==> run_1/congestion_map.png <==
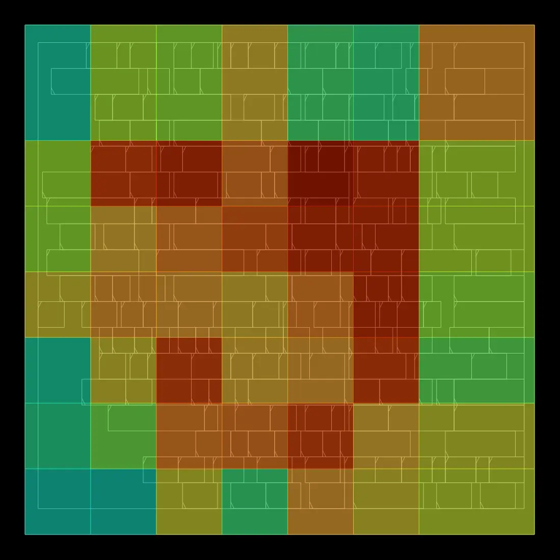
==> run_1/class_map.png <==
Scale bar: 20 um.
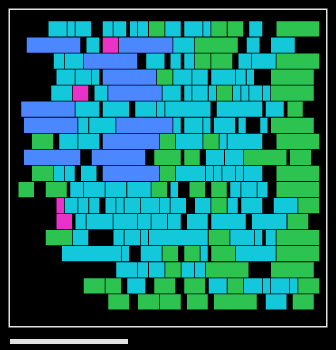
==> run_1/gates.png <==
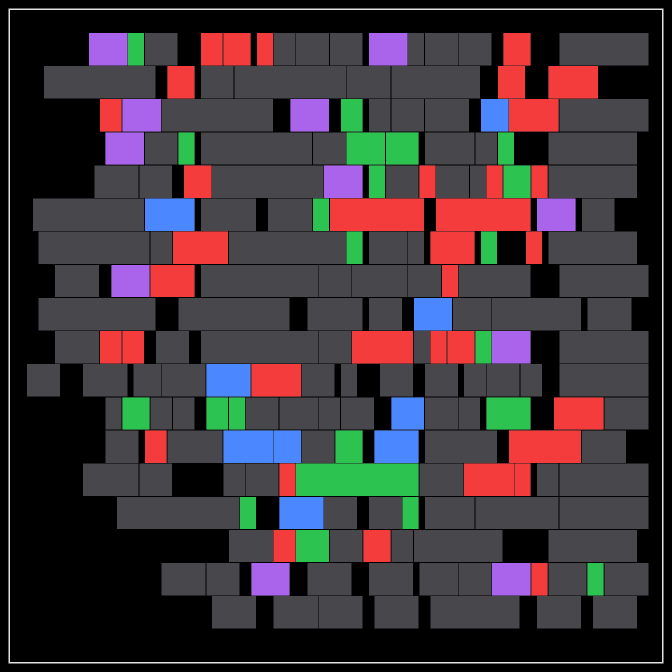
==> run_1/ff_map.png <==
Scale bar: 20 um.
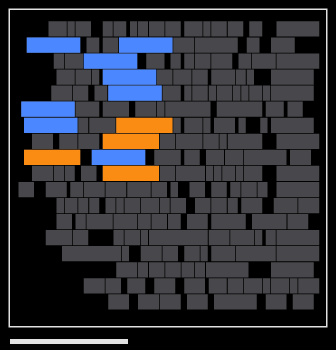
==> src/rtl/multicycle_ctrl_fsm.sv <==
// multicycle_ctrl_fsm
// Main control FSM for the multicycle RV32I core. It sequences the shared
// PC/IR/register-file/ALU/memory datapath from the decoded opcode/funct fields
// and the branch comparator. Memory states wait on mem_ready. If memory stalls
// for WAIT_LIMIT cycles, the FSM pulses bus_err and returns to FETCH.
//
// Optional build macro: ILLEGAL_TRAP_EN
//   defined   : an unsupported opcode parks the FSM in TRAP and raises a
//               sticky 'illegal' output until reset
//   undefined : an unsupported opcode retires as a no-op
//
// Ports
//   clk, reset               clock, async active-high reset
//   opcode/funct3/funct7     decoded instruction fields (stable per instruction)
//   Cond_Chk                 branch comparator result
//   mem_ready                memory access completes this cycle
//   IorD, MemWrite, MtoR, IRWrite, AluSrcA, AluSrcB, RegWrite,
//   Branch, PCWrite, PCEn, AluControl   datapath strobes
//   state_o                  current state (debug)
//   instr_done               pulse on the last cycle of an instruction
//   bus_err                  pulse on a memory timeout
//   illegal                  sticky illegal-opcode flag (ILLEGAL_TRAP_EN only)
//
// state  | code | meaning
// FETCH  |  0   | read instruction at PC, PC+4 -> PC on mem_ready
// DECODE |  1   | compute branch/jump target, dispatch on opcode
// MEMADR |  2   | rs1 + imm -> memory address
// MEMRD  |  3   | load access, wait for mem_ready
// MEMWR  |  4   | store access, wait for mem_ready
// MEMWB  |  5   | load data -> rd
// EXECR  |  6   | register-register ALU op
// EXECI  |  7   | register-immediate ALU op
// ALUWB  |  8   | ALU result -> rd
// BRANCH |  9   | compare rs1/rs2, take DECODE target if Cond_Chk
// JAL    | 10   | PC+4 -> rd, DECODE target -> PC
// TRAP   | 11   | illegal opcode, halted until reset
module multicycle_ctrl_fsm #(
  parameter int WAIT_LIMIT = 16,
  parameter int STATE_W    = 4
) (
  input  logic               clk,
  input  logic               reset,
  input  logic [6:0]         opcode,
  input  logic [2:0]         funct3,
  input  logic [6:0]         funct7,
  input  logic               Cond_Chk,
  input  logic               mem_ready,
  output logic               IorD,
  output logic               MemWrite,
  output logic               MtoR,
  output logic               IRWrite,
  output logic               AluSrcA,
  output logic [1:0]         AluSrcB,
  output logic               RegWrite,
  output logic               Branch,
  output logic               PCWrite,
  output logic               PCEn,
  output logic [2:0]         AluControl,
  output logic [STATE_W-1:0] state_o,
  output logic               instr_done,
  output logic               bus_err
`ifdef ILLEGAL_TRAP_EN
  ,
  output logic               illegal
`endif
);

  typedef enum logic [STATE_W-1:0] {
    S_FETCH  = STATE_W'(0),
    S_DECODE = STATE_W'(1),
    S_MEMADR = STATE_W'(2),
    S_MEMRD  = STATE_W'(3),
    S_MEMWR  = STATE_W'(4),
    S_MEMWB  = STATE_W'(5),
    S_EXECR  = STATE_W'(6),
    S_EXECI  = STATE_W'(7),
    S_ALUWB  = STATE_W'(8),
    S_BRANCH = STATE_W'(9),
    S_JAL    = STATE_W'(10),
    S_TRAP   = STATE_W'(11)
  } state_t;

  localparam logic [6:0] OP_LOAD   = 7'b0000011;
  localparam logic [6:0] OP_STORE  = 7'b0100011;
  localparam logic [6:0] OP_RTYPE  = 7'b0110011;
  localparam logic [6:0] OP_ITYPE  = 7'b0010011;
  localparam logic [6:0] OP_BRANCH = 7'b1100011;
  localparam logic [6:0] OP_JAL    = 7'b1101111;

  localparam logic [2:0] ALU_ADD = 3'b000;
  localparam logic [2:0] ALU_SUB = 3'b001;
  localparam logic [2:0] ALU_AND = 3'b010;
  localparam logic [2:0] ALU_OR  = 3'b011;
  localparam logic [2:0] ALU_XOR = 3'b100;
  localparam logic [2:0] ALU_SLT = 3'b101;
  localparam logic [2:0] ALU_SLL = 3'b110;
  localparam logic [2:0] ALU_SRL = 3'b111;

  localparam logic [7:0] LIMIT_M1 = 8'(WAIT_LIMIT - 1);

  state_t     state_q, state_d;
  logic [7:0] wait_cnt_q, wait_cnt_d;
  logic       mem_state;
  logic       timeout;
  logic       op_known;
  logic       unused_funct7;

`ifdef ILLEGAL_TRAP_EN
  logic illegal_q;
  assign illegal = illegal_q;
`endif

  // Only funct7[5] (sub vs add) matters to this controller.
  assign unused_funct7 = ^{funct7[6], funct7[4:0]};

  function automatic logic [2:0] alu_dec(input logic [2:0] f3, input logic sub_en);
    case (f3)
      3'b000:  alu_dec = sub_en ? ALU_SUB : ALU_ADD;
      3'b111:  alu_dec = ALU_AND;
      3'b110:  alu_dec = ALU_OR;
      3'b100:  alu_dec = ALU_XOR;
      3'b010:  alu_dec = ALU_SLT;
      3'b001:  alu_dec = ALU_SLL;
      3'b101:  alu_dec = ALU_SRL;
      default: alu_dec = ALU_ADD;
    endcase
  endfunction

  assign mem_state = (state_q == S_FETCH) || (state_q == S_MEMRD) || (state_q == S_MEMWR);
  // A mem_ready on the limit cycle completes the access instead of timing out.
  assign timeout   = mem_state && !mem_ready && (wait_cnt_q == LIMIT_M1);
  assign op_known  = (opcode == OP_LOAD) || (opcode == OP_STORE) || (opcode == OP_RTYPE) ||
                     (opcode == OP_ITYPE) || (opcode == OP_BRANCH) || (opcode == OP_JAL);

  always_comb begin
    state_d = state_q;
    case (state_q)
      S_FETCH:  if (mem_ready) state_d = S_DECODE;
      S_DECODE: begin
        case (opcode)
          OP_LOAD, OP_STORE: state_d = S_MEMADR;
          OP_RTYPE:          state_d = S_EXECR;
          OP_ITYPE:          state_d = S_EXECI;
          OP_BRANCH:         state_d = S_BRANCH;
          OP_JAL:            state_d = S_JAL;
`ifdef ILLEGAL_TRAP_EN
          default:           state_d = S_TRAP;
`else
          default:           state_d = S_FETCH;
`endif
        endcase
      end
      S_MEMADR: state_d = opcode[5] ? S_MEMWR : S_MEMRD;
      S_MEMRD:  begin
        if (mem_ready)    state_d = S_MEMWB;
        else if (timeout) state_d = S_FETCH;
      end
      S_MEMWR:  if (mem_ready || timeout) state_d = S_FETCH;
      S_EXECR, S_EXECI: state_d = S_ALUWB;
      S_TRAP:   state_d = S_TRAP;
      default:  state_d = S_FETCH;
    endcase
  end

  // A FETCH timeout stays in FETCH, so the counter is also cleared on timeout.
  assign wait_cnt_d = ((state_d != state_q) || timeout) ? 8'd0 :
                      (mem_state ? wait_cnt_q + 8'd1 : wait_cnt_q);

  always_ff @(posedge clk or posedge reset) begin
    if (reset) begin
      state_q    <= S_FETCH;
      wait_cnt_q <= 8'd0;
`ifdef ILLEGAL_TRAP_EN
      illegal_q  <= 1'b0;
`endif
    end else begin
      state_q    <= state_d;
      wait_cnt_q <= wait_cnt_d;
`ifdef ILLEGAL_TRAP_EN
      illegal_q  <= illegal_q | (state_d == S_TRAP);
`endif
    end
  end

  always_comb begin
    IorD       = 1'b0;
    MemWrite   = 1'b0;
    MtoR       = 1'b0;
    IRWrite    = 1'b0;
    AluSrcA    = 1'b0;
    AluSrcB    = 2'b00;
    RegWrite   = 1'b0;
    Branch     = 1'b0;
    PCWrite    = 1'b0;
    AluControl = ALU_ADD;
    instr_done = 1'b0;
    case (state_q)
      S_FETCH: begin
        AluSrcB = 2'b01;
        IRWrite = mem_ready;
        PCWrite = mem_ready;
      end
      S_DECODE: begin
        AluSrcB = 2'b10;
`ifndef ILLEGAL_TRAP_EN
        instr_done = !op_known;
`endif
      end
      S_MEMADR: begin
        AluSrcA = 1'b1;
        AluSrcB = 2'b10;
      end
      S_MEMRD: IorD = 1'b1;
      S_MEMWR: begin
        IorD       = 1'b1;
        MemWrite   = 1'b1;
        instr_done = mem_ready;
      end
      S_MEMWB: begin
        MtoR       = 1'b1;
        RegWrite   = 1'b1;
        instr_done = 1'b1;
      end
      S_EXECR: begin
        AluSrcA    = 1'b1;
        AluControl = alu_dec(funct3, funct7[5]);
      end
      S_EXECI: begin
        AluSrcA    = 1'b1;
        AluSrcB    = 2'b10;
        AluControl = alu_dec(funct3, 1'b0);
      end
      S_ALUWB: begin
        RegWrite   = 1'b1;
        instr_done = 1'b1;
      end
      S_BRANCH: begin
        AluSrcA    = 1'b1;
        AluControl = ALU_SUB;
        Branch     = 1'b1;
        instr_done = 1'b1;
      end
      S_JAL: begin
        AluSrcB    = 2'b01;
        RegWrite   = 1'b1;
        PCWrite    = 1'b1;
        instr_done = 1'b1;
      end
      default: ;
    endcase
    bus_err = timeout;
    // While reset is held nothing may strobe, even if mem_ready is high.
    if (reset) begin
      IorD       = 1'b0;
      MemWrite   = 1'b0;
      MtoR       = 1'b0;
      IRWrite    = 1'b0;
      AluSrcA    = 1'b0;
      AluSrcB    = 2'b00;
      RegWrite   = 1'b0;
      Branch     = 1'b0;
      PCWrite    = 1'b0;
      AluControl = ALU_ADD;
      instr_done = 1'b0;
      bus_err    = 1'b0;
    end
    PCEn = PCWrite | (Branch & Cond_Chk);
  end

  assign state_o = state_q;

endmodule

==> config.mk <==
export PLATFORM = sky130hd
export DESIGN_NAME = multicycle_ctrl_fsm
export DESIGN_NICKNAME = d
export VERILOG_FILES = /design/src/rtl/multicycle_ctrl_fsm.sv
export SDC_FILE = /design/constraint.sdc
export NUM_CORES = 1
export LEC_CHECK = 0
export CORE_UTILIZATION = 45
export DETAILED_ROUTE_END_ITERATION = 10
export PLACE_DENSITY = 0.87
export SETUP_SLACK_MARGIN = 0.02
export SKIP_CTS_REPAIR_TIMING = 1
export SYNTH_ARGS = -nofsm -noshare
export SYNTH_HDL_FRONTEND = slang
export SYNTH_SLANG_ARGS = --single-unit
==> constraint.sdc <==
create_clock -name clk -period 2.1 [get_ports clk]
set_clock_uncertainty 0.05 [all_clocks]
set_input_delay 0.21 -clock clk [delete_from_list [all_inputs] [get_ports clk]]
set_output_delay 0.21 -clock clk [all_outputs]
set_load 0.05 [all_outputs]
==> impl_metrics.yaml, run 1 <==
# implementation run metrics
placement:
  dpl_cell_area_um2: 1904
  place_ws_ps: -17.39
synth:
  ys_ff: 12
  ys_warn_count: 0
  top_area_share_pct: 25.13
  async_reset_ff_share_pct: 100.0
  ys_seq_share_pct: 25.13
finish:
  fin_nets: 221
  area_delta_synth_final_pct: 69.32
status:
  outcome: "finished, violations left"
  violations: "setup timing"
routing:
  vias: 1473
  wl_met1_mm: 1.489
  top_layer: "met4"
global_route:
  antenna_found_initial: 0
  grt_overflow_total: 0
  grt_pass1_wl_mm: 5.706
timing:
  timing.hold.ws_ps: 451.9
  rsz0062_at_grt: "yes"
  tightest_slew_ps: 501.3
  timing.final.ws_setup_ps: -38.97
  fmax_ghz: 0.4675
  setup_violations: 1
critical_path:
  crit_fanout: 6
  crit_type: "reg -> out"
clocking:
  htree_levels: 1
power_and_ir_drop:
  p_comb_share_pct: 70.3
About congestion_map.png:
GR Layer Usage met2: 51.67%
Tot GR Track Use: 27.44%
met3 Use GR: 2.542%
fin util: 80.93%

About class_map.png:
class	colour	cells
clock drivers and dummy loads	magenta	4
remaining logic cells	cyan	126
remaining buffers and delay cells	green	56
sequential cells	blue	12
CORE AREA: 2500 um2
# rows: 18
Seq/total area: 15.09%

About gates.png:
family	colour	cells
xor and xnor cells	purple	11
and/or cells	blue	9
nand cells	green	22
nor cells	red	35
multi-input combinational area share: 47.99%
post-route insts no fill: 228
Top cell excl fill/tap: buf_4

About ff_map.png:
netlist name	colour	flops
`state_o`	orange	4
`wait_cnt_q`	blue	8
sequential power: 0.314 mW
Flop area: 305.3 um2

## run 1: cell type report
cell class	instances	area (um2)	share of cell area, %
inverters	5	18.77	0.9276
multi-input cells	121	970.9	47.99
repair buffers	56	664.4	32.84
flip-flops and latches	12	305.3	15.09
clock buffers	4	26.28	1.299
well taps	30	37.54	1.855
## run 1: state kept, by name (all words and copies together) (netlist names)
register,flops
state_o,4
wait_cnt_q,8
## run 1: kinds of logic after synthesis
kind of cell / share of synthesized area [%]
multiplexers: 1.675
XOR/XNOR: 8.063
flip-flops: 25.13
AND-OR/OR-AND: 26.60
adder cells (fa/ha/maj): 1.047
buffers and inverters: 5.759
AND/OR/NAND/NOR: 31.73
==> run 2, diff against run 1 <==
--- a/config.mk
+++ b/config.mk
@@ -10,6 +10,7 @@
 export PLACE_DENSITY = 0.87
 export SETUP_SLACK_MARGIN = 0.02
 export SKIP_CTS_REPAIR_TIMING = 1
+export SKIP_LAST_GASP = 1
 export SYNTH_ARGS = -nofsm -noshare
 export SYNTH_HDL_FRONTEND = slang
 export SYNTH_SLANG_ARGS = --single-unit
==> run 2 against run 1 <==
Against the previous run: the run still ends with setup timing left; critical endpoint unchanged; via count down 1.4%; setup slack worse by 27 ps; final area down 0.31%; largest power group unchanged; maximum frequency down 1.3%; highest routed layer unchanged.
==> impl_metrics.yaml, run 2 <==
# implementation run metrics
synth:
  synthXorXnorAreaFrac_pct: 8.063
  ys_sh_aoi_pct: 26.60
  ys_seq_share_pct: 25.13
  yosys.area_share.simple_pct: 31.73
  ys_warn_count: 0
  adder_share_pct: 1.047
  ys_ff: 12
  top_area_share_pct: 25.13
  mux_share_pct: 1.675
status:
  outcome: "finished, violations left"
  violations: "setup timing"
routing:
  vias: 1453
floorplanning:
  coreArea_um2: 2500
critical_path:
  crit_type: "reg -> out"
  crit_fanout: 4
timing:
  timing.hold.ws_ps: 455.2
  timing.final.ws_setup_ps: -66.28
  setup_violations: 1
  tightest_slew_ps: 501.3
  fmax_ghz: 0.4616
global_route:
  grt_pass1_wl_mm: 5.706
  antenna_found_initial: 0
finish:
  final_common_cell: "buf_4"
  final_cells: 228
  fin_nets: 221
clocking:
  htree_levels: 1
placement:
  place_ws_ps: -17.39
power_and_ir_drop:
  p_comb_share_pct: 70.0
[run 2: cell count changes in the layout (fill, tap and decap cells not counted)]
cell	change
or2_4	-1
or4_1	+1
or4_4	-1
or2_1	+1
[run 2: worst max-delay path, cell delays in order, from the launching register on]
cell     delay [ps]
dfrtp_1         430
or4_1           680
nor4_4          330
buf_12          180
[run 2: cell type report]
cell class                      count  area, um2
Tap cell                           30      37.54
Fill cell                         137      483.0
Clock buffer                        4      26.28
Sequential cell                    12      305.3
Timing Repair Buffer               56      664.4
Inverter                            5      18.77
Multi-Input combinational cell    121      964.7
[run 2: layer usage]
layer / share of wire (%) / global-route usage [%]
met5: 0 / 0
met4: 2.6 / 7.895
met3: 6.6 / 2.542
met2: 54 / 51.67
met1: 37 / 32.63
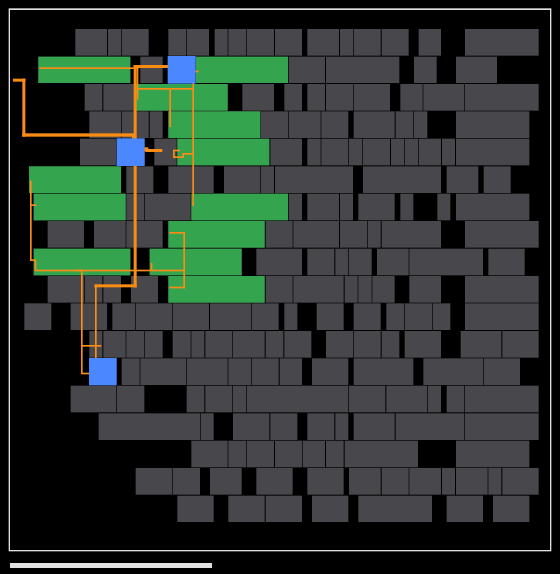
(run_2/clock_wires.png)
Scale bar: 20 um.
[clock-net drivers] blue | count: 3
[clock wires] orange | length: 150 um
[flip-flops] green | count: 12
routed clock nets	4
clk_lat worst skew: 280 ps
clock network power: 0.151 mW
clock share of power: 9.7%

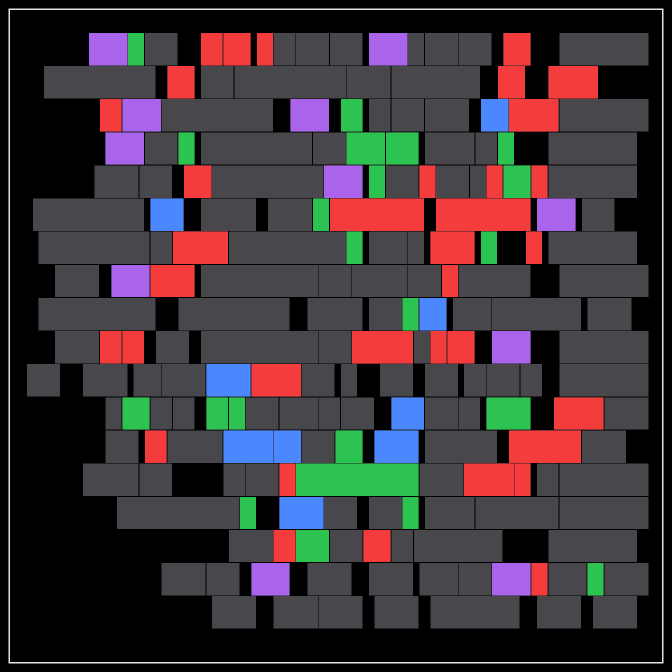
(run_2/gates.png)
family	colour	cells
xor and xnor cells	purple	11
and/or cells	blue	9
nor cells	red	35
nand cells	green	22
multi-input combinational area share: 47.83%

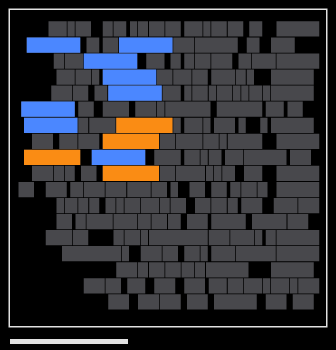
(run_2/ff_map.png)
Scale bar: 20 um.
netlist name	colour	flops
`state_o`	orange	4
`wait_cnt_q`	blue	8
Seq/total area: 15.14%
fin util: 80.68%
sequential power: 0.313 mW

==> run 3, diff against run 2 <==
==> constraint.sdc (replaced) <==
create_clock -name clk -period 2.1 [get_ports clk]
set_clock_uncertainty 0.05 [all_clocks]
set_input_delay 0.63 -clock clk [delete_from_list [all_inputs] [get_ports clk]]
set_output_delay 0.63 -clock clk [all_outputs]
set_load 0.05 [all_outputs]
==> run 3 against run 2 <==
Against the previous run: the run now fails in global routing; synthesized cell count is the same; area after synthesis stayed put.
==> impl_metrics.yaml, run 3 <==
# generated from flow reports
synth:
  async_reset_ff_share_pct: 100.0
  synthesis.nets: 172
  synth-edff-count: 0
  yosysMostFrequentCell: "nor2_1"
  ys_seq_share_pct: 25.13
  yosys-top-cells-area: "dfrtp_1 (25%), nor2_1 (5.3%), xnor2_1 (5.1%), a21oi_1 (4.6%), a211oi_1 (3.8%)"
  avgSynthCellArea_um2: 7.966
  top_cells_by_count: "nor2_1 (17), dfrtp_1 (12), nand2_1 (12)"
  top_area_share_pct: 25.13
  yosys-stat-cells: 150
  ys.flop_type: "dfrtp_1"
  ys_ff: 12
  synth_area_um2: 1195
  synth_cells: 150
  ys_warn_count: 0
  synth.distinct_cells: 49
  ys_chip_area_um2: 1195
  synth_top_cell_by_area: "dfrtp_1"
floorplanning:
  io_pins: 41
  die_width_um: 53.53
  initial_core_util_pct: 47.80
  fp.dieH_um: 53.53
  num_rows: 18
placement:
  dpl_cell_area_um2: 2175
  place_ws_ps: -689.4
  dpl.cell_count: 238
  gp_congestion: 0.9076
  io_buffers: 34
  place_hpwl_mm: 3.573
global_route:
  grt_max_degree: 17
status:
  firstError: "[ERROR DPL-0038] Utilization greater than 100%, impossible to legalize"
  haltStage: "global routing"
  outcome: "aborted with a tool error"
clocking:
  clk_path_buf_depth: 2
  clockRootBuffer: "clkbuf_4"
  clock_sinks: 12
  htree_levels: 1
  cts_made_buffers: 3
timing:
  worst_endpoint_kind: "top-level output"
  crit_endpoint: "bus_err"
## run 3: per-stage QoR
stage	TNS, ps	total power [mW]
2_1_floorplan	-2161	1.007
3_3_place_gp	-9687	1.477
3_5_place_dp	-11010	1.538
4_1_cts	-8654	1.740
## run 3: cell families after synthesis
kind of cell               synth area share [%]
and+or+nand+nor                           31.73
AOI/OAI and AO/OA                         26.60
buffers and inverters                     5.759
DFF                                       25.13
xor gates and xnor gates                  8.063
muxes                                     1.675
adders and majority gates                 1.047
==> run 4, diff against run 3 <==
--- a/config.mk
+++ b/config.mk
@@ -5,10 +5,10 @@
 export SDC_FILE = /design/constraint.sdc
 export NUM_CORES = 1
 export LEC_CHECK = 0
-export CORE_UTILIZATION = 45
+export CORE_AREA = 2 2 63 65
 export DETAILED_ROUTE_END_ITERATION = 10
-export PLACE_DENSITY = 0.87
-export SETUP_SLACK_MARGIN = 0.02
+export DIE_AREA = 0 0 65 67
+export PLACE_DENSITY_LB_ADDON = 0.15
 export SKIP_CTS_REPAIR_TIMING = 1
 export SKIP_LAST_GASP = 1
 export SYNTH_ARGS = -nofsm -noshare
==> run 4 against run 3 <==
Against the previous run: the flow now finishes with violations (setup timing); area after synthesis unchanged; synthesized cell count unchanged.
==> impl_metrics.yaml, run 4 <==
# implementation run metrics
placement:
  io_buffers: 34
  gp_congestion: 0.8971
  place_hpwl_mm: 3.102
synth:
  ys_seq_share_pct: 25.13
  yosys-top-cells-area: "dfrtp_1 (25%), nor2_1 (5.3%), xnor2_1 (5.1%), a21oi_1 (4.6%), a211oi_1 (3.8%)"
  synth-edff-count: 0
  ys.flop_type: "dfrtp_1"
  synthesis.nets: 172
  top_cells_by_count: "nor2_1 (17), dfrtp_1 (12), nand2_1 (12)"
  synth_top_cell_by_area: "dfrtp_1"
  ys_chip_area_um2: 1195
  top_area_share_pct: 25.13
  avgSynthCellArea_um2: 7.966
  ys_ff: 12
timing:
  setup_violations: 14
  tightest_slew_ps: 471.7
  fmax_ghz: 0.4083
  timing.final.ws_setup_ps: -349.5
clocking:
  clock_sinks: 12
  clockRootBuffer: "clkbuf_8"
floorplanning:
  taps: 48
  die_width_um: 65
  fp.dieH_um: 67
  io_pins: 41
global_route:
  use_met3_pct: 4.730
  grt_pass1_wl_mm: 6.672
  grtUsageMet1_pct: 22.96
  antenna_found_initial: 0
  busiest_layer: "met2"
status:
  violations: "setup timing"
  outcome: "finished, violations left"
finish:
  clk_share_pct: 2.218
  area_delta_synth_final_pct: 107.7
  final_common_cell: "buf_4"
  multi_input_comb_cells: 121
  clkbuf_count: 4
  fillerInstances: 261
  largest_reg_flops: 8
  ff_count: 12
  comb_area_share_pct: 43.75
critical_path:
  crit_fanout: 5
routing:
  met2_length_mm: 2.187
power_and_ir_drop:
  p_comb_share_pct: 71.5
-- run 4: cell counts after synthesis --
Identical to the previous run, type by type.
-- run 4: worst max-delay path, stage by stage (launching register included) --
cell and delay (ps):
dfrtp_2 430, or2_4 260, a2111o_1 420, nor4_4 230, buf_12 180
-- run 4: per-stage QoR --
stage | util (%) | std cells | power (mW) | hold slack, ps | setup slack [ps]
after floorplan | - | 150 | 1.007 | 465.9 | -535.5
after global placement | 60.93 | 256 | 1.506 | 485.1 | -666.7
after detailed placement | 60.93 | 256 | 1.531 | 515.1 | -709.4
after CTS | 62.46 | 260 | 1.791 | 525.4 | -713.3
after global routing | 68.84 | 271 | 2.059 | 538.0 | -424.5
final | 68.84 | 271 | 1.941 | 529.3 | -349.5
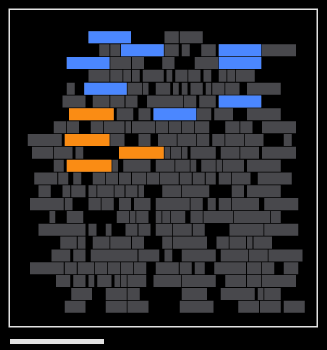
(run_4/ff_map.png)
Scale bar: 20 um.
netlist name	colour	flops
`state_o`	orange	4
`wait_cnt_q`	blue	8
sequential power: 0.295 mW
Seq/total area: 12.30%

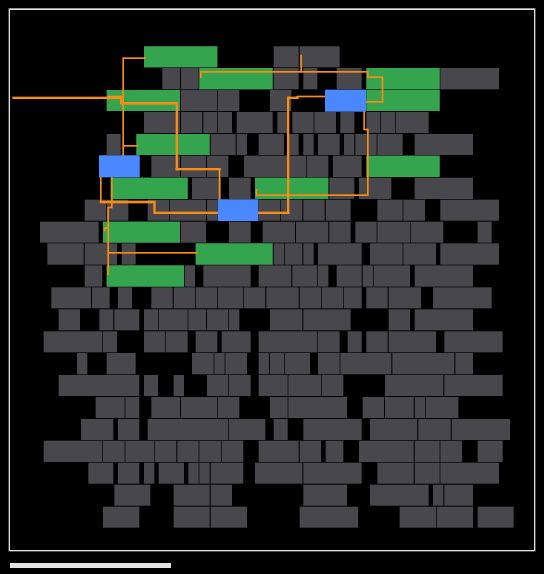
(run_4/clock_wires.png)
Scale bar: 20 um.
[clock-net drivers] blue | count: 3
[flip-flops] green | count: 12
[clock wires] orange | length: 194 um
routed clock nets	4
clock network power: 0.259 mW
clk_lat worst skew: 250 ps

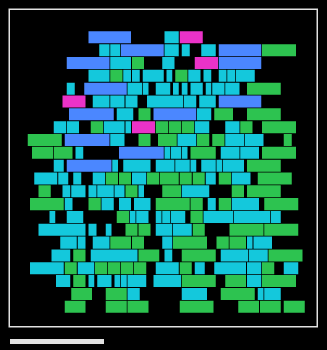
(run_4/class_map.png)
Scale bar: 20 um.
class	colour	cells
remaining buffers and delay cells	green	81
remaining logic cells	cyan	126
clock drivers and dummy loads	magenta	4
sequential cells	blue	12
# rows: 22
CORE AREA: 3606 um2

Power figures rest on the tool's default switching activity, not on a simulated workload.
